Fig. 1: run 1, metal 1
Bar = 20 um. Cells faint in the background.
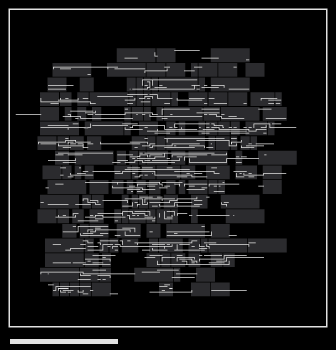
Fig. 2: run 1, metal 2
Cells faint in the background.
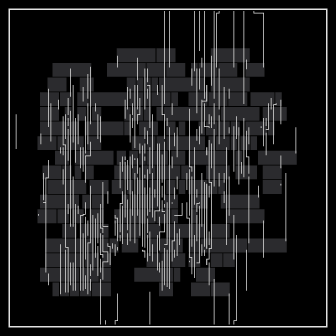
Fig. 3: run 1, the metal 3 layer
Bar = 20 um. Cells faint in the background.
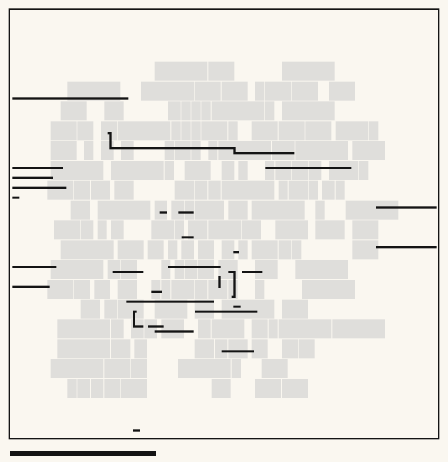
Fig. 4: run 1, placed standard cells
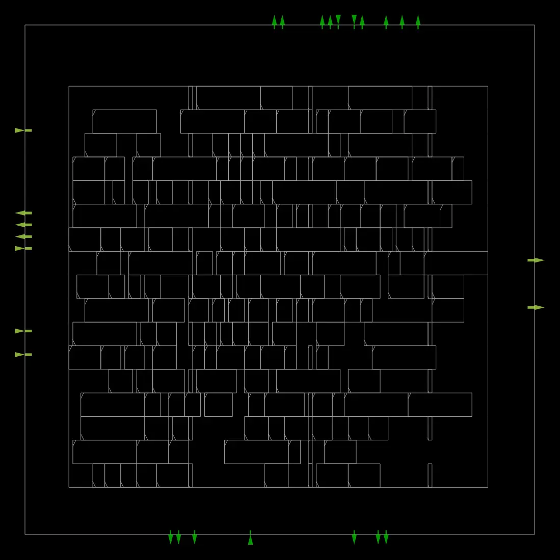
==> config.mk <==
export PLATFORM = sky130hd
export DESIGN_NAME = toll_lane_arbiter
export DESIGN_NICKNAME = d
export VERILOG_FILES = /design/src/rtl/toll_lane_arbiter.sv
export SDC_FILE = /design/constraint.sdc
export NUM_CORES = 1
export LEC_CHECK = 0
export CAP_MARGIN = 25
export CORE_MARGIN = 5
export CORE_UTILIZATION = 53
export CTS_CLUSTER_SIZE = 8
export DETAILED_ROUTE_END_ITERATION = 10
export GPL_TIMING_DRIVEN = 1
export HOLD_SLACK_MARGIN = 0.06
export PLACE_DENSITY = 0.87
export SLEW_MARGIN = 20
export SYNTH_ARGS = -nofsm -noshare
export SYNTH_HDL_FRONTEND = slang
export SYNTH_SLANG_ARGS = --single-unit
==> constraint.sdc <==
create_clock -name clk -period 5 [get_ports clk]
set_input_delay 1 -clock clk [delete_from_list [all_inputs] [get_ports clk]]
set_output_delay 1 -clock clk [all_outputs]
set_load 0.1 [all_outputs]
==> impl_summary.log, run 1 <==
[metrics] run summary
INFO  metric outcome = complete, no violations
INFO  metric slowest_stage = clkdlybuf4s50_1
INFO  metric critical_path.n_buffers_inverters = 1
INFO  metric required = around 4 ns
INFO  metric gp_congestion = approximately 0.85
INFO  metric syn-instance-count = 145
INFO  metric core_area = 2230 sq um
INFO  metric finalHoldViolCount = 0
INFO  metric postRouteAntennaNets = 0
INFO  metric timing.max_cap.violations = 0
INFO  metric tritoncts_clock_tree = yes
INFO  metric global_route.overflow_total = 0
INFO  metric synth-adder-area-share = roughly 4.0%
INFO  metric n_all_inverters = 10
INFO  metric synth.yosys.chip_area = ~1300 sq um
INFO  metric setup.worst_path.class = flip-flop to output port
INFO  metric clock_insertion_delay_worst_skew = roughly 0.33 ns
INFO  metric yosys.area_share.simple = 24.5%
INFO  metric via_count_of_the_first_global_routing_pass = 1099
About Fig. 1:
The wires run mostly horizontal. The layer holds 39% of the routed length. The longest straight run is 18.4 um. 163 nets have wire on it. The layer carries 1090 um of wire.
count of vias placed by the detailed router: 1120
final routed wirelength across all metal layers: 2790 um
met1 Usage GRT: 19.1%

About Fig. 2:
The layer carries 1440 um of wire. The layer holds 52% of the routed length. 157 nets have wire on it.
global-route track usage on met2: 31.2%

About Fig. 3:
The layer carries 162 um of wire. The wires run mostly horizontal. The longest straight run is 17.0 um. 23 nets have wire on it. The layer holds 5.8% of the routed length.
fraction of met3 tracks used by global routing: 7.46%

About Fig. 4:
share of the core filled with cells: 67.6%
fraction of area in registers: 34.5%
final standard cell count with taps included and fillers excluded: 196
flop count: 26

==> run 1: metrics by stage <==
stage | utilization (%) | cells | hold WS (ns) | cell area, sq um | setup WS, ns
floorplan | - | 145 | 0.468 | 1260 | 2.43
global placement | 66.6 | 193 | 0.458 | 1490 | 2.30
detailed placement | 66.6 | 193 | 0.461 | 1490 | 2.27
CTS | 67.6 | 196 | 0.492 | 1510 | 1.89
global route | 67.6 | 196 | 0.530 | 1510 | 1.79
finish | 67.6 | 196 | 0.484 | 1510 | 1.90
==> run 1: metal layers <==
metal	part of all wire [%]	vias up	global-route usage, %
met1	39	508	19.1
met2	52	41	31.2
met4	3.1	0	11.0
li1	-	561	-
met5	0	-	0
met3	5.8	10	7.46
Fig. 5: run 1, a small window of the routed layout
Window x 0 to 30, y 0 to 30 um. Cells in gray, sequential cells in the stronger gray; small squares are vias.
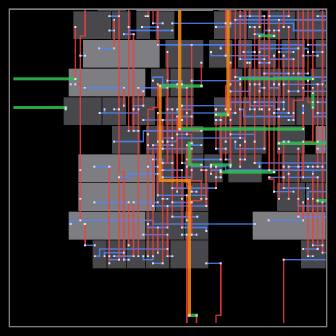

==> inputs of run 2 (changes only) <==
--- a/config.mk
+++ b/config.mk
@@ -7,12 +7,12 @@
 export LEC_CHECK = 0
 export CAP_MARGIN = 25
 export CORE_MARGIN = 5
-export CORE_UTILIZATION = 53
+export CORE_UTILIZATION = 50
 export CTS_CLUSTER_SIZE = 8
 export DETAILED_ROUTE_END_ITERATION = 10
 export GPL_TIMING_DRIVEN = 1
 export HOLD_SLACK_MARGIN = 0.06
-export PLACE_DENSITY = 0.87
+export PLACE_DENSITY = 0.83
 export SLEW_MARGIN = 20
 export SYNTH_ARGS = -nofsm -noshare
 export SYNTH_HDL_FRONTEND = slang
==> constraint.sdc (replaced) <==
create_clock -name clk -period 2.87 [get_ports clk]
set_input_delay 0.574 -clock clk [delete_from_list [all_inputs] [get_ports clk]]
set_output_delay 0.574 -clock clk [all_outputs]
set_load 0.1 [all_outputs]
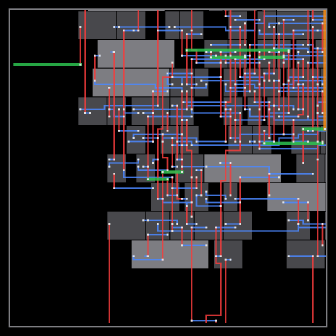
Fig. 6. A small window of the routed layout (run 2).
Window x 0 to 30, y 0 to 30 um. Cells in gray, sequential cells in the stronger gray; small squares are vias.
metal 2: in red. metal 3: in green. metal 1: in blue. metal 4: in orange.
Sequential cells in the window: 5. 52 logic cells have their middle in the window. Most frequent: dfxtp_1 (5), buf_4 (5).

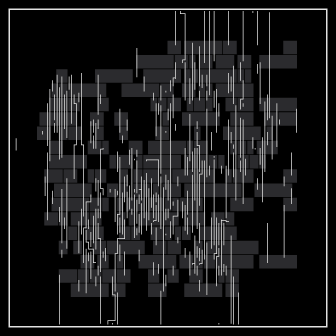
Fig. 7. Metal 2 (run 2).
Cells faint in the background.
The layer holds 48% of the routed length. 152 nets have wire on it.
count of vias placed by the detailed router: 1112
global-route track usage on met2: 27.2%
final routed wirelength across all metal layers: 2710 um

==> run 2 against run 1 <==
Effect of this change: count of clock-buffer cells in the layout is the same; synthesized cell count unchanged; utilization shrank 5.8 points; routed wire length is 2.7% lower; sequential share of layout area up 0.17 points; final area shrank 0.50%; global-route usage is 2.0 points lower; hold slack better by 0.013 ns; first-iteration DRC count increased by 21%.
==> impl_summary.log, run 2 <==
[metrics] run summary
INFO  metric outcome = complete, no violations
INFO  metric timing.final.ws_setup = 0.493 ns (-1.41 ns)
INFO  metric path_max_fanout = 6
INFO  metric syn-instance-count = 145 (unchanged)
INFO  metric required = 3.13 ns (-0.87 ns)
INFO  metric postRouteAntennaNets = 0 (unchanged)
INFO  metric top_signal_layer_used = met4
INFO  metric gp_congestion = 0.913 (+7.7%)
INFO  metric detailroute.wirelength.met2 = 1300 um (-10%)
INFO  metric fraction_of_met3_tracks_used_by_global_routing = 3.24% (-4.2 points)
INFO  metric post-route-util = 61.8% (-5.8 points)
INFO  metric grt-busiest-layer = met2
INFO  metric timing.max_cap.violations = 0 (unchanged)
INFO  metric dp_worst_setup_slack = 0.525 ns (-1.74 ns)
INFO  metric via_count_of_the_first_global_routing_pass = 1036 (-5.7%)
INFO  metric groute.layer.met1.usage = 20.8% (+1.7 points)
INFO  metric setup.worst_path.class = flip-flop to flip-flop
INFO  metric wl_met1 = 1220 um (+12%)
INFO  metric yosys.area_share.simple = 24.5% (unchanged)
INFO  metric met3WireLength = 141 um (-12%)
INFO  metric core_area = 2430 sq um (+8.9%)
INFO  metric synth-adder-area-share = 3.98% (unchanged)
INFO  metric timing.hold.ws = 0.497 ns (+0.0129 ns)
INFO  metric postLayoutCellArea = 1500 sq um (-0.50%)
INFO  metric tritoncts_clock_tree = yes
INFO  metric share_of_cells_above_drive_strength_1 = 20.0%
INFO  metric finalHoldViolCount = 0 (unchanged)
INFO  metric synth.yosys.chip_area = 1260 sq um (unchanged)
INFO  metric global_route.overflow_total = 0 (unchanged)
-- run 2: cell counts after synthesis --
No cell type changed its count.
-- run 2: final cells by class --
class                   count  area, sq um  area share (%)
repair buffers             26          210            14.0
clock inverters             1         30.0            2.00
clock buffers               3         22.5            1.50
inverters                  10         37.5            2.50
well taps                  30         37.5            2.50
flip-flops and latches     26          520            34.6
multi-input cells         104          644            42.9
-- run 2: critical path: cells and delay by family (launching register included) --
| family | cells | cell delay, ns |
|---|---|---|
| adder cells (fa/ha/maj) | 1 | 0.35 |
| AND-OR/OR-AND | 4 | 0.83 |
| flip-flops | 1 | 0.38 |
| AND/OR/NAND/NOR | 3 | 0.69 |
| buffers and inverters | 1 | 0.05 |
